File: src/rtl/mdu_pkg.sv
// Shared definitions for the iterative multiply/divide unit.
// Holds the OP encodings, the control FSM state encoding, default widths
// and small decode helpers used by the datapath.
package mdu_pkg;

  localparam int DWL_DEF = 32;
  localparam int CWL_DEF = 6;

  typedef enum logic [1:0] {
    OP_MULTU = 2'b00,
    OP_MULT  = 2'b01,
    OP_DIVU  = 2'b10,
    OP_DIV   = 2'b11
  } op_e;

  typedef enum logic [1:0] {
    S_IDLE = 2'b00,
    S_RUN  = 2'b01,
    S_FIX  = 2'b10,
    S_DONE = 2'b11
  } state_e;

  // Upper OP bit selects divide, lower bit selects signed arithmetic.
  function automatic logic op_is_div(input op_e op);
    return op[1];
  endfunction

  function automatic logic op_is_signed(input op_e op);
    return op[0];
  endfunction

endpackage

File: src/rtl/mdu_cond_neg.sv
// Conditional two's-complement negate.
// Ports:
//   a_i   - W-bit input value
//   neg_i - when high the output is -a_i, otherwise a_i
//   y_o   - W-bit result
// The most-negative input maps to itself, which is exactly the unsigned
// magnitude the datapath expects.
module mdu_cond_neg #(
  parameter int W = 32
) (
  input  logic [W-1:0] a_i,
  input  logic         neg_i,
  output logic [W-1:0] y_o
);

  assign y_o = neg_i ? (~a_i + W'(1)) : a_i;

endmodule

File: src/rtl/mdu_iter.sv
// Iterative radix-2 multiply/divide unit (MULTU, MULT, DIVU, DIV).
// Ports:
//   CLK   - clock, all state changes on the rising edge
//   RST   - synchronous active-high reset
//   START - operation request, honoured only in IDLE or DONE
//   OP    - operation select, captured with START
//   SRCA  - multiplicand / dividend, captured with START
//   SRCB  - multiplier / divisor, captured with START
//   BUSY  - high while iterating or sign-fixing
//   DONE  - one-cycle pulse, HI/LO valid from this cycle
//   DIVZ  - divide-by-zero flag, held until the next accepted START
//   HI    - product upper word / remainder
//   LO    - product lower word / quotient
// Operands are reduced to magnitudes at capture, iterated for DWL cycles,
// then sign-corrected in FIX and written to HI/LO on the FIX->DONE edge.
module mdu_iter
  import mdu_pkg::*;
#(
  parameter int DWL = DWL_DEF,
  parameter int CWL = CWL_DEF
) (
  input  logic           CLK,
  input  logic           RST,
  input  logic           START,
  input  logic [1:0]     OP,
  input  logic [DWL-1:0] SRCA,
  input  logic [DWL-1:0] SRCB,
  output logic           BUSY,
  output logic           DONE,
  output logic           DIVZ,
  output logic [DWL-1:0] HI,
  output logic [DWL-1:0] LO
);

  state_e             state_q, state_d;
  logic [CWL-1:0]     cnt_q, cnt_d;
  op_e                op_q, op_d;
  // Multiply: {partial product, remaining multiplier bits}.
  // Divide:   {partial remainder, remaining dividend / growing quotient}.
  logic [2*DWL-1:0]   acc_q, acc_d;
  // Multiplicand magnitude for multiply, divisor magnitude for divide.
  logic [DWL-1:0]     opnd_q, opnd_d;
  logic               nres_q, nres_d;
  logic               nrem_q, nrem_d;
  logic [DWL-1:0]     hi_q, hi_d;
  logic [DWL-1:0]     lo_q, lo_d;
  logic               divz_q, divz_d;

  op_e                op_in_s;
  logic               sgn_a_s, sgn_b_s;
  logic [DWL-1:0]     mag_a_s, mag_b_s;
  logic               div0_s;
  logic [DWL:0]       mul_sum_s;
  logic [DWL:0]       div_trial_s;
  logic [DWL:0]       div_diff_s;
  logic [2*DWL-1:0]   prod_fix_s;
  logic [DWL-1:0]     quo_fix_s, rem_fix_s;

  assign op_in_s = op_e'(OP);
  assign sgn_a_s = op_is_signed(op_in_s) & SRCA[DWL-1];
  assign sgn_b_s = op_is_signed(op_in_s) & SRCB[DWL-1];
  assign div0_s  = op_is_div(op_in_s) && (SRCB == {DWL{1'b0}});

  mdu_cond_neg #(.W(DWL)) u_mag_a (.a_i(SRCA), .neg_i(sgn_a_s), .y_o(mag_a_s));
  mdu_cond_neg #(.W(DWL)) u_mag_b (.a_i(SRCB), .neg_i(sgn_b_s), .y_o(mag_b_s));

  // Shift-add step: add the multiplicand into the upper half when the
  // current multiplier bit (acc LSB) is set; the carry lands in bit DWL.
  assign mul_sum_s = {1'b0, acc_q[2*DWL-1:DWL]}
                   + {1'b0, (acc_q[0] ? opnd_q : {DWL{1'b0}})};

  // Restoring step: remainder shifted left with the next dividend bit.
  // The remainder stays below the divisor, so DWL+1 bits never overflow.
  assign div_trial_s = acc_q[2*DWL-1:DWL-1];
  assign div_diff_s  = div_trial_s - {1'b0, opnd_q};

  mdu_cond_neg #(.W(2*DWL)) u_fix_prod (.a_i(acc_q), .neg_i(nres_q), .y_o(prod_fix_s));
  mdu_cond_neg #(.W(DWL)) u_fix_quo (.a_i(acc_q[DWL-1:0]), .neg_i(nres_q), .y_o(quo_fix_s));
  mdu_cond_neg #(.W(DWL)) u_fix_rem (.a_i(acc_q[2*DWL-1:DWL]), .neg_i(nrem_q), .y_o(rem_fix_s));

  // Next-state and datapath update logic for all registers.
  always_comb begin
    state_d = state_q;
    cnt_d   = cnt_q;
    op_d    = op_q;
    acc_d   = acc_q;
    opnd_d  = opnd_q;
    nres_d  = nres_q;
    nrem_d  = nrem_q;
    hi_d    = hi_q;
    lo_d    = lo_q;
    divz_d  = divz_q;
    case (state_q)
      S_IDLE, S_DONE: begin
        if (START) begin
          op_d   = op_in_s;
          nres_d = sgn_a_s ^ sgn_b_s;
          nrem_d = sgn_a_s;
          cnt_d  = {CWL{1'b0}};
          divz_d = 1'b0;
          if (div0_s) begin
            // Short path: result is defined directly, no iteration.
            state_d = S_DONE;
            hi_d    = SRCA;
            lo_d    = {DWL{1'b1}};
            divz_d  = 1'b1;
          end else if (op_is_div(op_in_s)) begin
            state_d = S_RUN;
            acc_d   = {{DWL{1'b0}}, mag_a_s};
            opnd_d  = mag_b_s;
          end else begin
            state_d = S_RUN;
            acc_d   = {{DWL{1'b0}}, mag_b_s};
            opnd_d  = mag_a_s;
          end
        end else begin
          state_d = S_IDLE;
        end
      end
      S_RUN: begin
        if (op_is_div(op_q)) begin
          if (div_diff_s[DWL] == 1'b0) begin
            acc_d = {div_diff_s[DWL-1:0], acc_q[DWL-2:0], 1'b1};
          end else begin
            acc_d = {acc_q[2*DWL-2:0], 1'b0};
          end
        end else begin
          acc_d = {mul_sum_s, acc_q[DWL-1:1]};
        end
        if (cnt_q == CWL'(DWL - 1)) begin
          state_d = S_FIX;
        end else begin
          cnt_d = cnt_q + CWL'(1);
        end
      end
      S_FIX: begin
        state_d = S_DONE;
        if (op_is_div(op_q)) begin
          hi_d = rem_fix_s;
          lo_d = quo_fix_s;
        end else begin
          hi_d = prod_fix_s[2*DWL-1:DWL];
          lo_d = prod_fix_s[DWL-1:0];
        end
      end
      default: begin
        state_d = S_IDLE;
      end
    endcase
  end

  // State and datapath registers with synchronous reset.
  always_ff @(posedge CLK) begin
    if (RST) begin
      state_q <= S_IDLE;
      cnt_q   <= {CWL{1'b0}};
      op_q    <= OP_MULTU;
      acc_q   <= {(2*DWL){1'b0}};
      opnd_q  <= {DWL{1'b0}};
      nres_q  <= 1'b0;
      nrem_q  <= 1'b0;
      hi_q    <= {DWL{1'b0}};
      lo_q    <= {DWL{1'b0}};
      divz_q  <= 1'b0;
    end else begin
      state_q <= state_d;
      cnt_q   <= cnt_d;
      op_q    <= op_d;
      acc_q   <= acc_d;
      opnd_q  <= opnd_d;
      nres_q  <= nres_d;
      nrem_q  <= nrem_d;
      hi_q    <= hi_d;
      lo_q    <= lo_d;
      divz_q  <= divz_d;
    end
  end

  assign BUSY = (state_q == S_RUN) || (state_q == S_FIX);
  assign DONE = (state_q == S_DONE);
  assign DIVZ = divz_q;
  assign HI   = hi_q;
  assign LO   = lo_q;

endmodule

File: config.mk
export PLATFORM = sky130hd
export DESIGN_NAME = mdu_iter
export DESIGN_NICKNAME = d
export VERILOG_FILES = /design/src/rtl/mdu_pkg.sv /design/src/rtl/mdu_cond_neg.sv /design/src/rtl/mdu_iter.sv
export SDC_FILE = /design/constraint.sdc
export NUM_CORES = 1
export LEC_CHECK = 0
export CAP_MARGIN = 0
export CORE_MARGIN = 4
export CORE_UTILIZATION = 55
export CTS_CLUSTER_DIAMETER = 100
export DETAILED_ROUTE_END_ITERATION = 10
export HOLD_SLACK_MARGIN = 0.06
export PLACE_DENSITY = 0.77
export SLEW_MARGIN = 5
export SYNTH_ARGS = -nofsm -noshare
export SYNTH_HDL_FRONTEND = slang
export SYNTH_SLANG_ARGS = --single-unit
export TNS_END_PERCENT = 30
File: constraint.sdc
create_clock -name CLK -period 3.61 [get_ports CLK]
set_input_delay 0.722 -clock CLK [delete_from_list [all_inputs] [get_ports CLK]]
set_output_delay 0.722 -clock CLK [all_outputs]
set_load 0.005 [all_outputs]
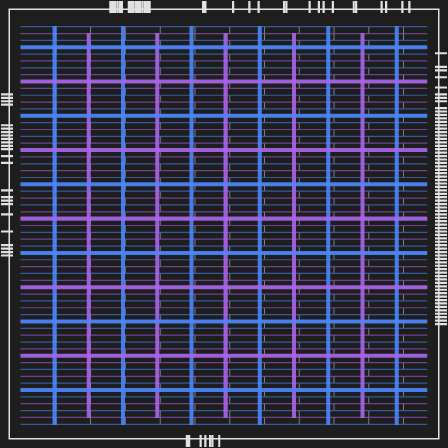
Figure 1: run 1, supply network.
Pins as bars on the die edge. Tap cells in gray.
Key: VSS = blue; VDD = purple
59 met1 rails follow the rows. 11 straps on met5.
peak supply drop: 0.0003567 V
core area: 25470 um^2
width of the die: 169.8 um

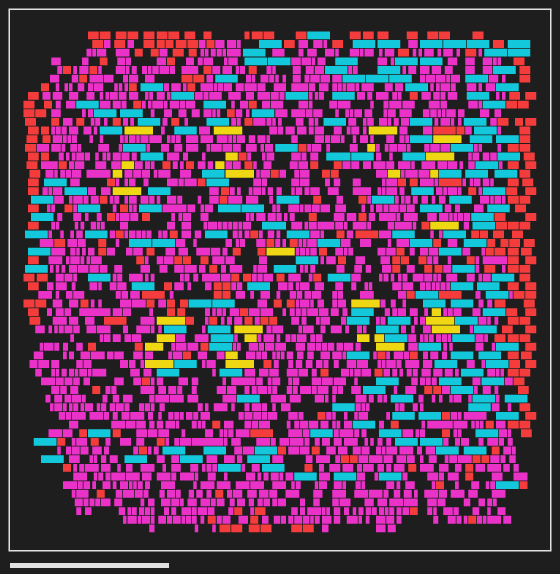
Figure 2: run 1, cells colored by class.
The bar under the picture is 50 um long.
Key: registers = cyan [cells 172]; remaining buffers and delay cells = red [cells 303]; remaining logic cells = magenta [cells 1601]; clock drivers and dummy loads = yellow [cells 31]
flop share of the area: 19.52%
post-route cell area: 17650 um^2
Util after Layout: 69.29%
row cnt: 58

==> flow_summary.yaml, run 1 <==
# physical design summary
min_path:
  min-delay-start: "opnd_q[26]"
die:
  ios: 136
  die-area_um2: 28840
setup_path:
  crit_path_start_kind: "flip-flop"
  crit_type: "flip-flop to flip-flop"
  crit_start: "acc_q[0]"
  slowest_stage: "a211oi_1"
sta:
  setup_tns_ns: 0
  finalCritPeriodShare_pct: 95.92
  fin_skew_ns: 0.01687
  slew_viol_final: 0
  rsz0062_at_grt: "false"
  worst_slew_pin_slew_ns: 0.8278
  period_needed_ns: 3.463
grt:
  grt.total_usage_pct: 35.16
  overflow: 0
  grtUsageMet3_pct: 6.806
  grt_pass1_wl_mm: 80.16
  gr-usage-met1_pct: 50.01
  grt_max_degree: 75
finish:
  drive_gt1_share_pct: 13.10
  bufAreaShareNonClock_pct: 15.25
  finalNetCount: 2238
  fill_cells: 2186
  clock_area_share_pct: 3.261
synth:
  postSynthAreaPerCell_um2: 7.637
  compound_area_share_pct: 26.10
  top_cells_by_count: "258 x nor2_1, 172 x dfxtp_1, 145 x a21oi_1"
  ff_type: "dfxtp_1"
  yosys.stat.seqShare_pct: 23.91
  synth.logic.top_family: "AND-OR/OR-AND gates"
  async_flop_share_pct: 0
  synthDistinctLibCells: 89
  top_cells_by_area: "dfxtp_1 24%, nor2_1 6.7%, ha_1 6.3%"
  synth_top_area_share_pct: 23.91
  synth.most_common_cell: "nor2_1"
  netlist_area_um2: 14400
  syn-num-nets: 2029
run_status:
  outcome: "finished, final reports clean"
drt:
  ant_nets: 0
  wl_met3_mm: 5.881
  wire_per_inst_um: 21.65
  drc: 0
power:
  switching_share_pct: 45.33
clock_tree:
  cts_buffers: 17
placement:
  hpwl_mm: 41.14
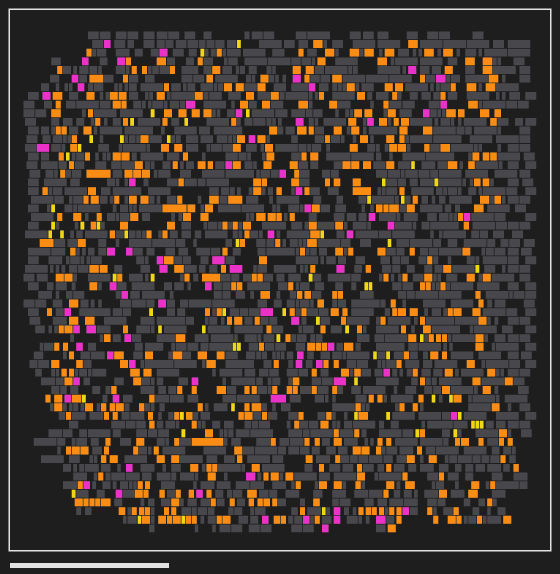
Figure 3: run 1, selected gate families.
The bar under the picture is 50 um long.
Key: inv cells = yellow [cells 64]; and/or cells = magenta [cells 73]; aoi and oai cells = orange [cells 515, where all over the die]

[run 1: stage by stage]
stage | std cells | area (um^2) | hold slack (ns)
finish | 2437 | 17650 | 0.4567
global route | 2437 | 17650 | 0.4839
CTS | 2437 | 17640 | 0.4561
detailed placement | 2406 | 17050 | 0.4466
global placement | 2406 | 17050 | 0.4407
floorplan | 1886 | 14400 | 0.4319
[run 1: timing repair]
action	CTS	global route
buffers inserted	0	0
pin swaps	0	2
gates resized	1	4
endpoints found under the setup margin	8	30
[run 1: state kept, by name (all words and copies together) (netlist names)]
| signal | flops |
|---|---|
| state_q | 2 |
| acc_q | 64 |
| DIVZ | 1 |
| nres_q | 1 |
| cnt_q | 6 |
| LO | 32 |
| HI | 32 |
| nrem_q | 1 |
| op_q | 1 |
| opnd_q | 32 |
==> run 2, diff against run 1 <==
Settings changed: CAP_MARGIN 0 to 20, CELL_PAD_IN_SITES_DETAIL_PLACEMENT from default to 1, CELL_PAD_IN_SITES_GLOBAL_PLACEMENT from default to 1, CORE_UTILIZATION 55 to 44, PLACE_DENSITY 0.77 to default, PLACE_DENSITY_LB_ADDON from default to 0.1.
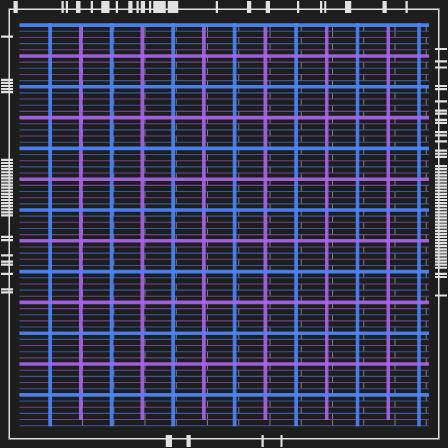
Figure 4: run 2, supply network.
Pins as bars on the die edge. Tap cells in gray.
Key: VSS = blue; VDD = purple
13 straps on met4. 66 met1 rails follow the rows. 435 tap cells.
core area: 31960 um^2
width of the die: 188.9 um
peak supply drop: 0.0003994 V

==> run 2 against run 1 <==
Against the previous run:
- flip-flop count unchanged
- largest power group unchanged
- clock skew increased by 0.0055 ns
- die size increased by 24%
- worst hold slack got worse by 0.0013 ns
- clock-buffer cell count increased by 1
- wire length increased by 18%
- utilization decreased by 13 points
- final area increased by 1.8%
- critical path depth decreased by 2
- critical endpoint is now acc_q[22]
- first-iteration DRC count decreased by 23%
- fmax decreased by 1.2%
==> flow_summary.yaml, run 2 <==
# physical design summary
finish:
  stdcell_area_um2: 17960
  fill_cells: 3946
  bufAreaShareNonClock_pct: 15.56
  utilization_pct: 56.19
  seq_share_pct: 19.18
  drive_gt1_share_pct: 13.66
  stdcell_count: 2550
  largest_reg_flops: 64
  largest-register: "acc_q"
  finalNetCount: 2245
  clock_area_share_pct: 3.240
grt:
  grt_pass1_wl_mm: 93.73
  overflow: 0
  grt.total_usage_pct: 33.18
  grt_max_degree: 73
run_status:
  outcome: "finished, final reports clean"
synth:
  top_cells_by_count: "258 x nor2_1, 172 x dfxtp_1, 145 x a21oi_1"
  top_cells_by_area: "dfxtp_1 24%, nor2_1 6.7%, ha_1 6.3%"
  ff_type: "dfxtp_1"
  netlist_area_um2: 14400
  synthDistinctLibCells: 89
  yosys.stat.seqShare_pct: 23.91
placement:
  placedCellCount: 2516
  placed_area_um2: 17250
sta:
  hold_slack_ns: 0.4554
  setup_tns_ns: 0
  period_needed_ns: 3.504
  worst_slew_pin_slew_ns: 0.9209
  slew_viol_final: 0
  finalCritPeriodShare_pct: 97.05
die:
  num_rows: 65
  ios: 136
clock_tree:
  cts_buffers: 17
  postCtsSetupBuffers: 0
  cts-resized-gates: 3
setup_path:
  slowest_stage: "or4_4"
  crit_start: "SRCA[13]"
  crit_type: "input pin to flip-flop"
drt:
  wire_per_inst_um: 24.33
[run 2: routing by layer]
layer,global-route usage [%],vias up,wire (um)
met5,0,-,56
met4,11.21,2,1977
met3,5.752,105,4613
met2,51.85,631,27570
met1,46.43,7861,27820
li1,-,7301,-
[run 2: cells by family (layout without fill, tap and decap cells)]
family	Yosys count	after routing	share of synthesized area, %
compound gates	567	567	26.10
xor+xnor	176	176	10.83
fa+ha+maj	74	74	6.533
buf+inv	177	406	4.969
flops	172	172	23.91
mux	94	94	6.785
simple gates	626	626	20.88
[run 2: power groups by stage]
stage	registers, mW	logic [mW]	clock network [mW]
final	2.76	5.88	1.92
after global routing	2.79	6.27	1.99
after CTS	2.73	5.66	1.92
after detailed placement	2.77	5.59	0
after global placement	2.75	5.43	0
after floorplan	2.65	3.36	0
Power is estimated from default activity; no workload was simulated.
